$ cat src/rtl/ps2_rx.sv
// PS/2 receive-only front end: synchronises the device clock/data pins,
// deframes 11-bit frames (start, 8 data LSB first, odd parity, stop),
// reports framing/parity/overflow as one-cycle pulses and buffers good
// bytes in a small FIFO drained by rd_en.
//
// state  | meaning
// IDLE   | waiting for a start-bit falling edge
// DATA   | shifting in the 8 data bits
// PARITY | waiting for the parity bit
// STOP   | waiting for the stop bit, then decide push/error
module ps2_rx #(
  parameter int TIMEOUT_CYCLES = 50000,
  parameter int FIFO_DEPTH     = 4
) (
  input  logic       clk,
  input  logic       rst_b,
  input  logic       ps2_clk,
  input  logic       ps2_dat,
  input  logic       rd_en,
  output logic [7:0] rx_data,
  output logic       rx_valid,
  output logic       parity_err,
  output logic       frame_err,
  output logic       overflow
);

  localparam int AW = $clog2(FIFO_DEPTH);
  localparam int TW = $clog2(TIMEOUT_CYCLES + 1);

  typedef enum logic [1:0] {IDLE, DATA, PARITY, STOP} state_t;

  state_t        state, state_nxt;
  logic          clk_s1, sclk, dat_s1, sdat, prev_sclk;
  logic          fe;
  logic [2:0]    bit_cnt;
  logic [7:0]    shreg;
  logic          par_bit;
  logic [TW-1:0] to_cnt;
  logic          timeout;
  logic          push, pop, full, empty;
  logic          perr_nxt, ferr_nxt, ovf_nxt;
  logic [AW:0]   wr_ptr, rd_ptr;
  logic [7:0]    mem [FIFO_DEPTH];

  // Two-flop synchronisers plus previous-clock register; all idle high.
  always_ff @(posedge clk or negedge rst_b) begin
    if (!rst_b) begin
      clk_s1    <= 1'b1;
      sclk      <= 1'b1;
      dat_s1    <= 1'b1;
      sdat      <= 1'b1;
      prev_sclk <= 1'b1;
    end else begin
      clk_s1    <= ps2_clk;
      sclk      <= clk_s1;
      dat_s1    <= ps2_dat;
      sdat      <= dat_s1;
      prev_sclk <= sclk;
    end
  end

  assign fe      = prev_sclk & ~sclk;
  assign empty   = (wr_ptr == rd_ptr);
  assign full    = (wr_ptr[AW] != rd_ptr[AW]) && (wr_ptr[AW-1:0] == rd_ptr[AW-1:0]);
  assign pop     = rd_en & ~empty;
  assign timeout = (state != IDLE) && !fe && (to_cnt == TW'(TIMEOUT_CYCLES - 1));

  // State register.
  always_ff @(posedge clk or negedge rst_b) begin
    if (!rst_b) state <= IDLE;
    else        state <= state_nxt;
  end

  // Next-state logic and frame outcome decision on the stop-bit edge.
  always_comb begin
    state_nxt = state;
    push      = 1'b0;
    perr_nxt  = 1'b0;
    ferr_nxt  = 1'b0;
    ovf_nxt   = 1'b0;
    case (state)
      IDLE: begin
        if (fe) begin
          if (!sdat) state_nxt = DATA;
          else       ferr_nxt  = 1'b1;
        end
      end
      DATA: begin
        if (fe && bit_cnt == 3'd7) state_nxt = PARITY;
      end
      PARITY: begin
        if (fe) state_nxt = STOP;
      end
      STOP: begin
        if (fe) begin
          state_nxt = IDLE;
          if (!sdat)                     ferr_nxt = 1'b1;
          else if (!(^{shreg, par_bit})) perr_nxt = 1'b1;
          else if (full && !rd_en)       ovf_nxt  = 1'b1;
          else                           push     = 1'b1;
        end
      end
      default: state_nxt = IDLE;
    endcase
    if (timeout) begin
      state_nxt = IDLE;
      ferr_nxt  = 1'b1;
    end
  end

  // Shift register, bit counter and parity latch.
  always_ff @(posedge clk or negedge rst_b) begin
    if (!rst_b) begin
      bit_cnt <= 3'd0;
      shreg   <= 8'h00;
      par_bit <= 1'b0;
    end else if (fe) begin
      if (state == IDLE && !sdat) begin
        bit_cnt <= 3'd0;
        shreg   <= 8'h00;
      end else if (state == DATA) begin
        shreg   <= {sdat, shreg[7:1]};
        bit_cnt <= bit_cnt + 3'd1;
      end else if (state == PARITY) begin
        par_bit <= sdat;
      end
    end
  end

  // Inter-edge timeout counter; held at zero while idle so it cannot re-fire.
  always_ff @(posedge clk or negedge rst_b) begin
    if (!rst_b)                                   to_cnt <= '0;
    else if (fe || state == IDLE)                 to_cnt <= '0;
    else if (to_cnt != TW'(TIMEOUT_CYCLES))       to_cnt <= to_cnt + 1'b1;
  end

  // Registered one-cycle status pulses.
  always_ff @(posedge clk or negedge rst_b) begin
    if (!rst_b) begin
      parity_err <= 1'b0;
      frame_err  <= 1'b0;
      overflow   <= 1'b0;
    end else begin
      parity_err <= perr_nxt;
      frame_err  <= ferr_nxt;
      overflow   <= ovf_nxt;
    end
  end

  // FIFO pointers; the extra MSB distinguishes full from empty.
  always_ff @(posedge clk or negedge rst_b) begin
    if (!rst_b) begin
      wr_ptr <= '0;
      rd_ptr <= '0;
    end else begin
      if (push) wr_ptr <= wr_ptr + 1'b1;
      if (pop)  rd_ptr <= rd_ptr + 1'b1;
    end
  end

  // FIFO storage; contents are don't-care until written.
  always_ff @(posedge clk) begin
    if (push) mem[wr_ptr[AW-1:0]] <= shreg;
  end

  assign rx_valid = ~empty;
  assign rx_data  = empty ? 8'h00 : mem[rd_ptr[AW-1:0]];

endmodule

$ cat config.mk
export PLATFORM = sky130hd
export DESIGN_NAME = ps2_rx
export DESIGN_NICKNAME = d
export VERILOG_FILES = /design/src/rtl/ps2_rx.sv
export SDC_FILE = /design/constraint.sdc
export NUM_CORES = 1
export LEC_CHECK = 0
export ABC_AREA = 1
export CAP_MARGIN = 20
export CORE_MARGIN = 2
export CORE_UTILIZATION = 50
export CTS_CLUSTER_SIZE = 40
export DETAILED_ROUTE_END_ITERATION = 6
export HOLD_SLACK_MARGIN = 0.1
export PLACE_DENSITY = 0.76
export RECOVER_POWER = 50
export SYNTH_ARGS = -nofsm -noshare
export SYNTH_HDL_FRONTEND = slang
export SYNTH_SLANG_ARGS = --single-unit
$ cat constraint.sdc
create_clock -name clk -period 2.3 [get_ports clk]
set_clock_uncertainty 0.05 [all_clocks]
set_input_delay 0.23 -clock clk [delete_from_list [all_inputs] [get_ports clk]]
set_output_delay 0.23 -clock clk [all_outputs]
set_load 0.02 [all_outputs]
**Wiring by layer**

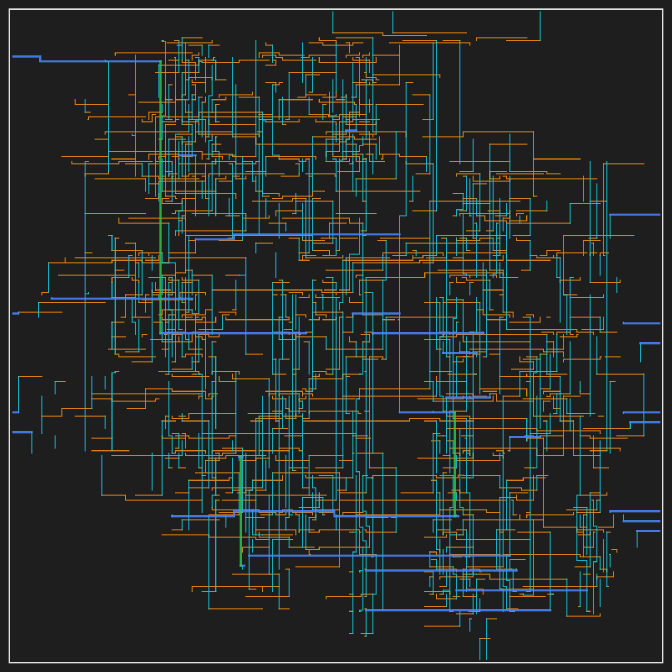
colour	layer	wire length
blue	M3	319 um
green	M4	66.6 um
orange	M1	2,950 um
cyan	M2	3,200 um
routed wire length: 6530 um
routed wire length per instance: 12.6 um

**Cell placement**

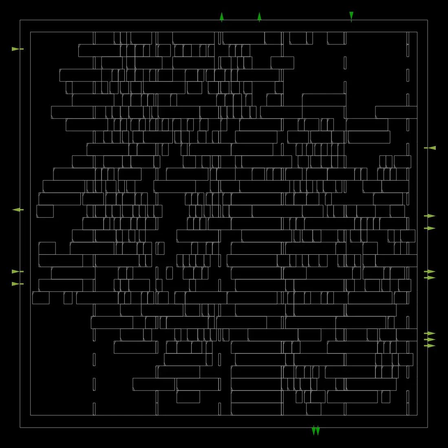
number of well-tap cells placed: 99
fin util: 0.583

**Cells by drive strength**

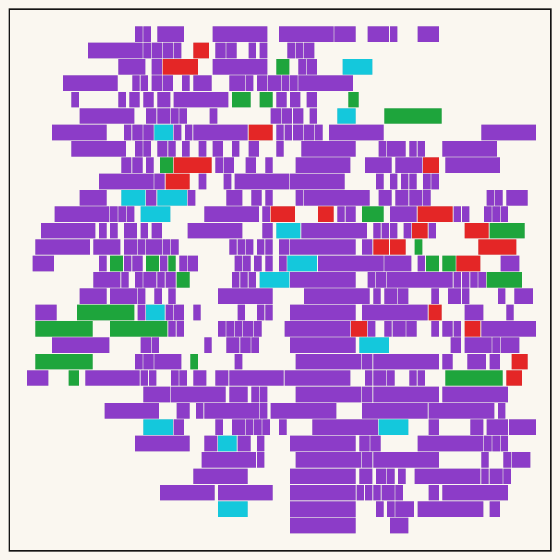
colour	size	cells	share
red	x3 and x4	20	4.8%
purple	x1 and smaller	361	86%
cyan	x6 and larger	15	3.6%
green	x2	23	5.5%

==> summary.log <==
qor: setup_path.crit_path_start_kind flop
qor: power.totalPowerFinal 0.00485 W
qor: timing.setup_repair_after_global_routing_missed_its_margin false
qor: clock_network.clk_transition_reported_paths 0.09 ns
qor: clock_network.cts-root-buf sky130_fd_sc_hd__clkbuf_8
qor: layout.final.signal_buffer_count 28
qor: layout.area.sequential 2070 um^2
qor: synth.synthMostInstantiatedCell sky130_fd_sc_hd__nand2_1
qor: timing.normalized_max_slew_margin 0.0277
qor: setup_path.setup_crit_path_kind flop to output port
qor: synth.enable_flop_cells 32
qor: clock_network.clock_insertion_delay_worst_skew 0.35 ns
qor: layout.final_cell_count_no_fill 518
qor: grt.use_met3 0.0503
qor: grt.use_met2 0.304
qor: layout.nMultiInputCombCells 239
qor: layout.top_cells_excl_fill_tap 79 x sky130_fd_sc_hd__nand2_1, 56 x sky130_fd_sc_hd__inv_1, 37 x sky130_fd_sc_hd__dfrtp_1, 32 x sky130_fd_sc_hd__edfxtp_1
qor: power.seq_power_share 0.388
qor: drt.routed-via-count 2,580
qor: setup_path.crit-reg2reg-capture mem[0][0]$_DFFE_PP_
qor: timing.clock.fmax 460 MHz
qor: setup_path.setup.worst_path.end rx_valid
qor: power.cellPowerDensity 1160 nW/um^2
qor: worst_hold_path.hold_path_sink sdat$_DFF_PN1_
qor: synth.synthesis_warning_total 0
qor: power.power_frac_comb 0.412
qor: status.status complete, no violations
qor: power.p_int 0.00282 W
qor: setup_path.cpMaxStageDelayCell sky130_fd_sc_hd__clkdlybuf4s50_1
qor: setup_path.crit_cells 4
qor: layout.layout-area-overhead-vs-synth 13.9%
qor: setup_path.rrSetupSlack 0.31 ns
qor: timing.post-route-min-period 2.17 ns
qor: clock_network.cts_hold_buffers 1
qor: layout.post_route_cells_drive_above_1_share 0.138
qor: drt.topRoutingLayerUsed met4
qor: synth.xor_xnor_area_share 0.0184
qor: power.total_leakage_power 1.88 nW
qor: timing.setup_viol 0
qor: clock_network.numCtsBuffers 9
qor: synth.ys_sh_simple 0.196
qor: floorplan.die_width 89.7 um
qor: grt.grt_use_total 0.182
qor: drt.vias_per_cell 4.98
qor: placed_design.placed_cell_area 3990 um^2
qor: clock_network.cts_buffer_depth 2
qor: synth.ys_ff 76
qor: layout.antenna_cells 0
qor: layout.seq_cells 76
qor: synth.ys_sh_mux 0
qor: grt.first_global_vias 2,471
qor: synth.yosysCellCount 381
qor: setup_path.worst-path-max-fanout 11
qor: power.clock_power 0.000970 W
qor: layout.largest_register_ff_count 32
qor: power.vdd_ir_drop_max 0.616 mV
qor: synth.synth.cellmix.adderShare 0.0477
qor: synth.synth_unique_cells 35
qor: timing.max_slew.worst_pin.slew 1.46 ns
qor: run.drv.max_cap_violation_count 0
qor: setup_path.cp_num_buf_inv 1
qor: drt.post-route-drc-count 0
qor: placed_design.dp_slack 0.278 ns
qor: clock_network.postCtsSetupBuffers 0
qor: drt.wl_met1 2950 um
qor: drt.antenna_violating_nets_post_route 0
qor: synth.ys_top_cells_by_count 79 x sky130_fd_sc_hd__nand2_1, 56 x sky130_fd_sc_hd__inv_1, 39 x sky130_fd_sc_hd__dfrtp_1, 32 x sky130_fd_sc_hd__edfxtp_1
qor: timing.setup_total_negative_slack 0 ns
qor: timing.worst_slack 0.127 ns
qor: grt.grt-ovfl-total 0
qor: synth.ys_seq_share 0.563
qor: power.netSwitchingPower 0.00204 W
qor: clock_network.tritoncts yes
qor: layout.multi_input_comb_area 1340 um^2
qor: placed_design.post-place-cells 501
qor: grt.number_of_antenna_violations_at_the_first_check_in_global_routing 0
qor: worst_hold_path.min_path_type flop to flop
qor: drt.met3_length 318 um
qor: layout.non_clock_buffer_area_share 0.0562
**Placed cells, one colour a class**

Fill, decap, tap and diode cells in grey.
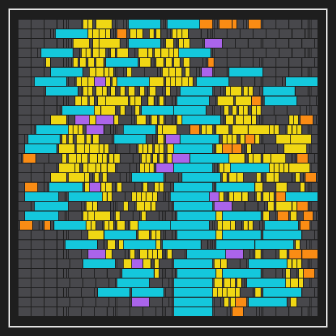
colour	class	cells	share of their area
purple	clock drivers and dummy loads	16	4.7%
orange	remaining buffers and delay cells	28	5.8%
yellow	remaining logic cells	299	39%
cyan	registers	76	51%
placeable core area: 7180 um^2
cell area after layout: 4180 um^2
number of cell rows: 31
fraction of area in registers: 0.495

**Port wiring**

Bar = 20 um.
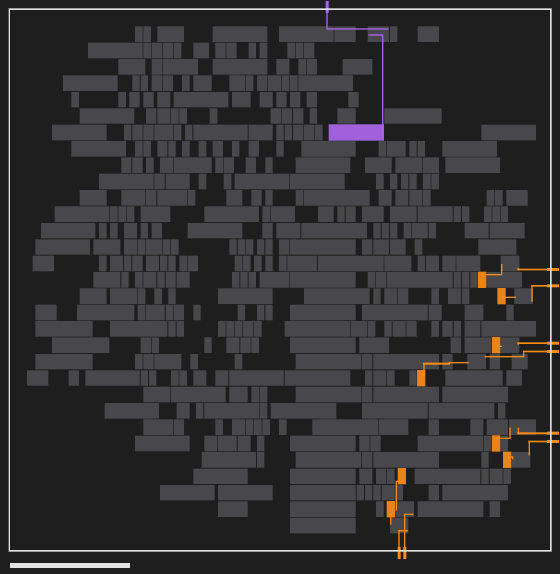
colour	port	direction	end cells	buffers	wire
orange	`rx_data`	output	8	8	78.4 um
purple	`overflow`	output	1	1	32.3 um
I/O pin count: 17
number of input and output port buffers inserted: 16

No activity file was given, so power comes from the tool's default toggle rates.
